File: src/rtl/fifo_async_read_stage.sv
// Read-side output stage of the async FIFO: turns empty/read plus a registered memory read
// into a valid/ready stream through a 2-entry skid buffer. Optional flush: FIFO_RD_STAGE_FLUSH_EN.
module fifo_async_read_stage #(
    parameter int unsigned WIDTH = 8
) (
    input  logic             clk_in,
    input  logic             nrst_in,
`ifdef FIFO_RD_STAGE_FLUSH_EN
    input  logic             flush_in,
`endif
    input  logic             empty_in,
    output logic             read_out,
    input  logic [WIDTH-1:0] rdata_in,
    output logic [WIDTH-1:0] m_data_out,
    output logic             m_valid_out,
    input  logic             m_ready_in,
    output logic [1:0]       level_out
);

    logic [1:0]       count_q, count_d;
    logic             inflight_q;
    logic [WIDTH-1:0] entry0_q, entry0_d;
    logic [WIDTH-1:0] entry1_q, entry1_d;
    logic             pop;
    logic             flush;
    logic [1:0]       kept;
    logic [2:0]       occ;

`ifdef FIFO_RD_STAGE_FLUSH_EN
    assign flush = flush_in;
`else
    assign flush = 1'b0;
`endif

    assign pop  = (count_q != 2'd0) && m_ready_in;
    assign kept = count_q - {1'b0, pop};
    // Occupancy after this edge, counting the word arriving from memory now.
    assign occ  = {1'b0, kept} + {2'b00, inflight_q};

    assign read_out    = !empty_in && !flush && (occ < 3'd2);
    assign m_valid_out = (count_q != 2'd0);
    assign m_data_out  = entry0_q;
    assign level_out   = count_q;

    always_comb begin
        entry0_d = entry0_q;
        entry1_d = entry1_q;
        count_d  = occ[1:0];
        if (flush) begin
            count_d = 2'd0;
        end else begin
            if (pop) begin
                entry0_d = entry1_q;
            end
            if (inflight_q) begin
                if (kept == 2'd0) begin
                    entry0_d = rdata_in;
                end else begin
                    entry1_d = rdata_in;
                end
            end
        end
    end

    always_ff @(posedge clk_in or negedge nrst_in) begin
        if (!nrst_in) begin
            count_q    <= 2'd0;
            inflight_q <= 1'b0;
            entry0_q   <= '0;
            entry1_q   <= '0;
        end else begin
            count_q    <= count_d;
            inflight_q <= read_out;
            entry0_q   <= entry0_d;
            entry1_q   <= entry1_d;
        end
    end

    a_no_overflow: assert property (@(posedge clk_in) disable iff (!nrst_in) occ <= 3'd2);

endmodule

File: config.mk
export PLATFORM = sky130hd
export DESIGN_NAME = fifo_async_read_stage
export DESIGN_NICKNAME = d
export VERILOG_FILES = /design/src/rtl/fifo_async_read_stage.sv
export SDC_FILE = /design/constraint.sdc
export NUM_CORES = 1
export LEC_CHECK = 0
export CAP_MARGIN = 30
export CORE_AREA = 2 2 48 50
export DETAILED_ROUTE_END_ITERATION = 7
export DIE_AREA = 0 0 50 52
export PLACE_DENSITY = 0.72
export SYNTH_ARGS = -nofsm -noshare
export SYNTH_HDL_FRONTEND = slang
export SYNTH_SLANG_ARGS = --single-unit
File: constraint.sdc
create_clock -name clk_in -period 4.25 [get_ports clk_in]
set_input_delay 0.85 -clock clk_in [delete_from_list [all_inputs] [get_ports clk_in]]
set_output_delay 0.85 -clock clk_in [all_outputs]
set_load 0.05 [all_outputs]
==> out/qor.yml <==
timing:
  holdWs_ns: 0.498
  slew_viol_final: 0
  period_minus_slack_ns: 3.87
  rsz0062_at_grt: "no"
  finalClockPeriodUsage: 0.910
  slew_headroom: 0.438
  hold_viol_final: 0
  tns_ns: 0
  postLayoutSetupSlackWorst_ns: 0.382
final_layout:
  num-nets-final: 98
  register_area_um2: 475
  layout_top_cell: "clkdlybuf4s50_1"
  largest_class: "sequential cells"
  comb_share: 0.332
  n_all_inverters: 2
  bufAreaShareNonClock: 0.199
  nClkBuffers: 4
  n_all_buffers: 23
  lay_top_cells: "clkdlybuf4s50_1 (23), dfrtp_1 (19), mux2_2 (14), mux2_1 (10), clkbuf_4 (3)"
  clk_share: 0.0227
  final_core_util: 0.550
  seq_share: 0.410
  post_route_cells_drive_above_1_share: 0.265
  logic_area_um2: 384
  finish.instance_area_um2: 1160
  layoutNonFillerInstCount: 111
drt:
  wl_met1_um: 625
  first_pass_iters: 3
  drtAntennaViolNets: 0
  drc: 0
  via_per_inst: 4.76
  dr_wl_met3_um: 66
  wl_met2_um: 713
synth:
  yosysCellCount: 57
  ys_ff: 19
  syn-num-nets: 71
  yosys-top-cells-count: "dfrtp_1 (19), mux2_2 (14), mux2_1 (10), ha_1 (2), inv_1 (2)"
  top_area_cell: "dfrtp_1"
  edf_count: 0
  synthXorXnorAreaFrac: 0
  flop_cell: "dfrtp_1"
  ys_sh_mux: 0.308
  syn_inst: 57
  synth_area_per_cell_um2: 15.4
  yosys_area_um2: 878
  simple_gate_area_frac: 0.0670
  logic_family: "multiplexers"
  ys_warn_count: 0
  ys_seq_share: 0.541
  netlist_area_um2: 878
  ys_types: 15
  ys_async_sr_fraction: 1.00
  fa_ha_area_frac: 0.0285
  top_cells_by_area: "dfrtp_1 (54%), mux2_2 (18%), mux2_1 (13%)"
pwr:
  internal_power_uw: 550
  seq_power_uw: 326
  powerDensity_nw_per_um2: 827
  comb_cell_power_uw: 546
  comb_power_share: 0.570
  sequentialPowerShare: 0.340
  top_power_group: "combinational cells"
  swShare: 0.426
  p_clk_frac: 0.090
  p_switching_uw: 409
  ir_drop_mv: 0.396
  finalPower_uw: 959
critical_path:
  ff2ff_path_depth: 3
  cp_cell_sequence: "clkdlybuf4s50_1 -> nor2b_4 -> nand2b_1 -> ha_1 -> inv_1 -> ha_1 -> nor2b_1 -> clkdlybuf4s50_1"
  end_kind: "output pin"
  crit_buf_inv: 3
  crit_family: "buffers and inverters"
  worst-setup-path-type: "input pin to output pin"
  worstSetupPathDepth: 8
  cp_slowest_stage_delay_ns: 0.82
  r2r-start: "level_out[1]"
  cp-endpoint: "read_out"
  startpoint_type: "input pin"
  required_ns: 3.40
  timing.rr.end: "m_data_out[5]"
  cpMaxStageDelayCell: "clkdlybuf4s50_1"
  cp_max_fo: 4
placed_design:
  dpl_worst_slack_ns: 0.393
  numPortBuffers: 23
  place_area_um2: 1130
  place.gp.congestion: 0.636
  placed_cells: 107
floorplan:
  design.die.area_um2: 2600
  fp.dieW_um: 50
  die_y_um: 52
  rows: 17
  boundaryPins: 24
  taps: 28
cts:
  cts.sink_count: 19
  clk_latency_ns: 0.29
  postCtsSetupBuffers: 0
  hold_buffers: 0
  ctsHtreeMaxLevel: 1
  numCtsBuffers: 3
  root_buffer: "clkbuf_4"
  cts_tree: "built"
  cts_resized: 0
flow_run:
  tool_warnings: 26
worst_hold_path:
  hold_start: "entry1_q[6]"
  hp-class: "flop to flop"
  worstHoldEndpoint: "entry1_q[6]"
  holdPathStages: 1
grt:
  overflow: 0
  antenna_found_initial: 0
  use_met1: 0.153
  top_usage_layer: "met2"
  grt_pass1_wl_um: 2480
  track_usage: 0.131
  met2_usage: 0.230
  grt_start_max_net_pins: 20
status:
  status: "complete, no violations"
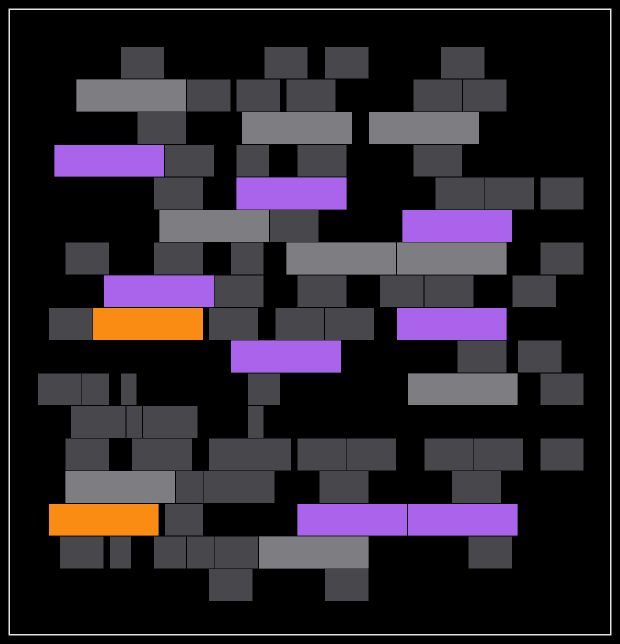
Fig. 1. Register map, names as in the netlist.
Drawn at 12 px/um. Other sequential cells in the stronger grey, the rest of the logic in the fainter grey.
Purple stands for `entry1_q`, placed flops 8. Orange stands for `level_out`, placed flops 2.

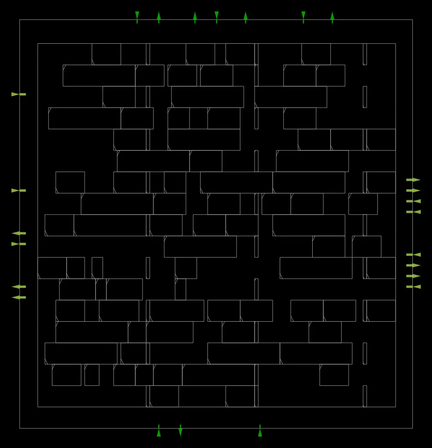
Fig. 2. Placed standard cells.
Filler cells: 187
Core Area: 2110 um^2

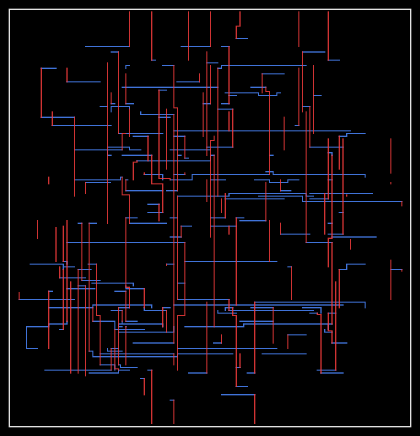
Fig. 3. Routed metal, one colour a layer.
Drawn at 8 px/um. Only two layers are drawn.
Blue stands for M1, wire length 625 um. Red stands for M2, wire length 714 um.
vias post-DR: 528
post-DR wirelength/cell: 12.9 um
drt total wl: 1430 um

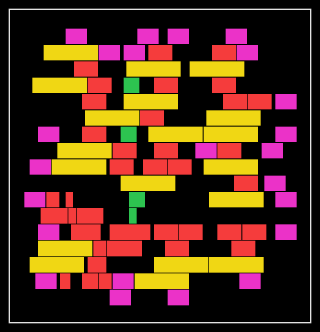
Fig. 4. Placed cells, one colour a class.
Drawn at 6 px/um.
Green stands for clock drivers and dummy loads, cells 4, share of their area 2.3%. Red stands for remaining logic cells, cells 37, share of their area 35%. Magenta stands for remaining buffers and delay cells, cells 23, share of their area 20%. Yellow stands for registers, cells 19, share of their area 42%.

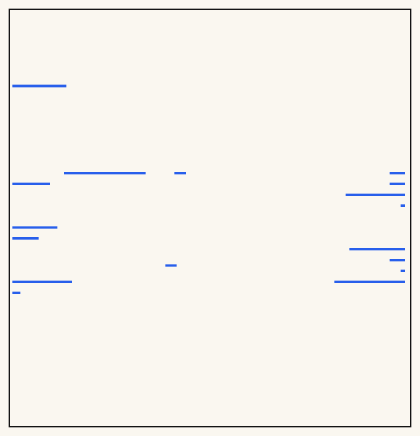
Fig. 5. Met3 routing.
Drawn at 8 px/um.
The wires run mostly horizontal. 15 nets have wire on it. The longest straight run is 9.90 um. The layer carries 66.7 um of wire. The layer holds 4.7% of the routed length.

No activity file was given, so power comes from the tool's default toggle rates.
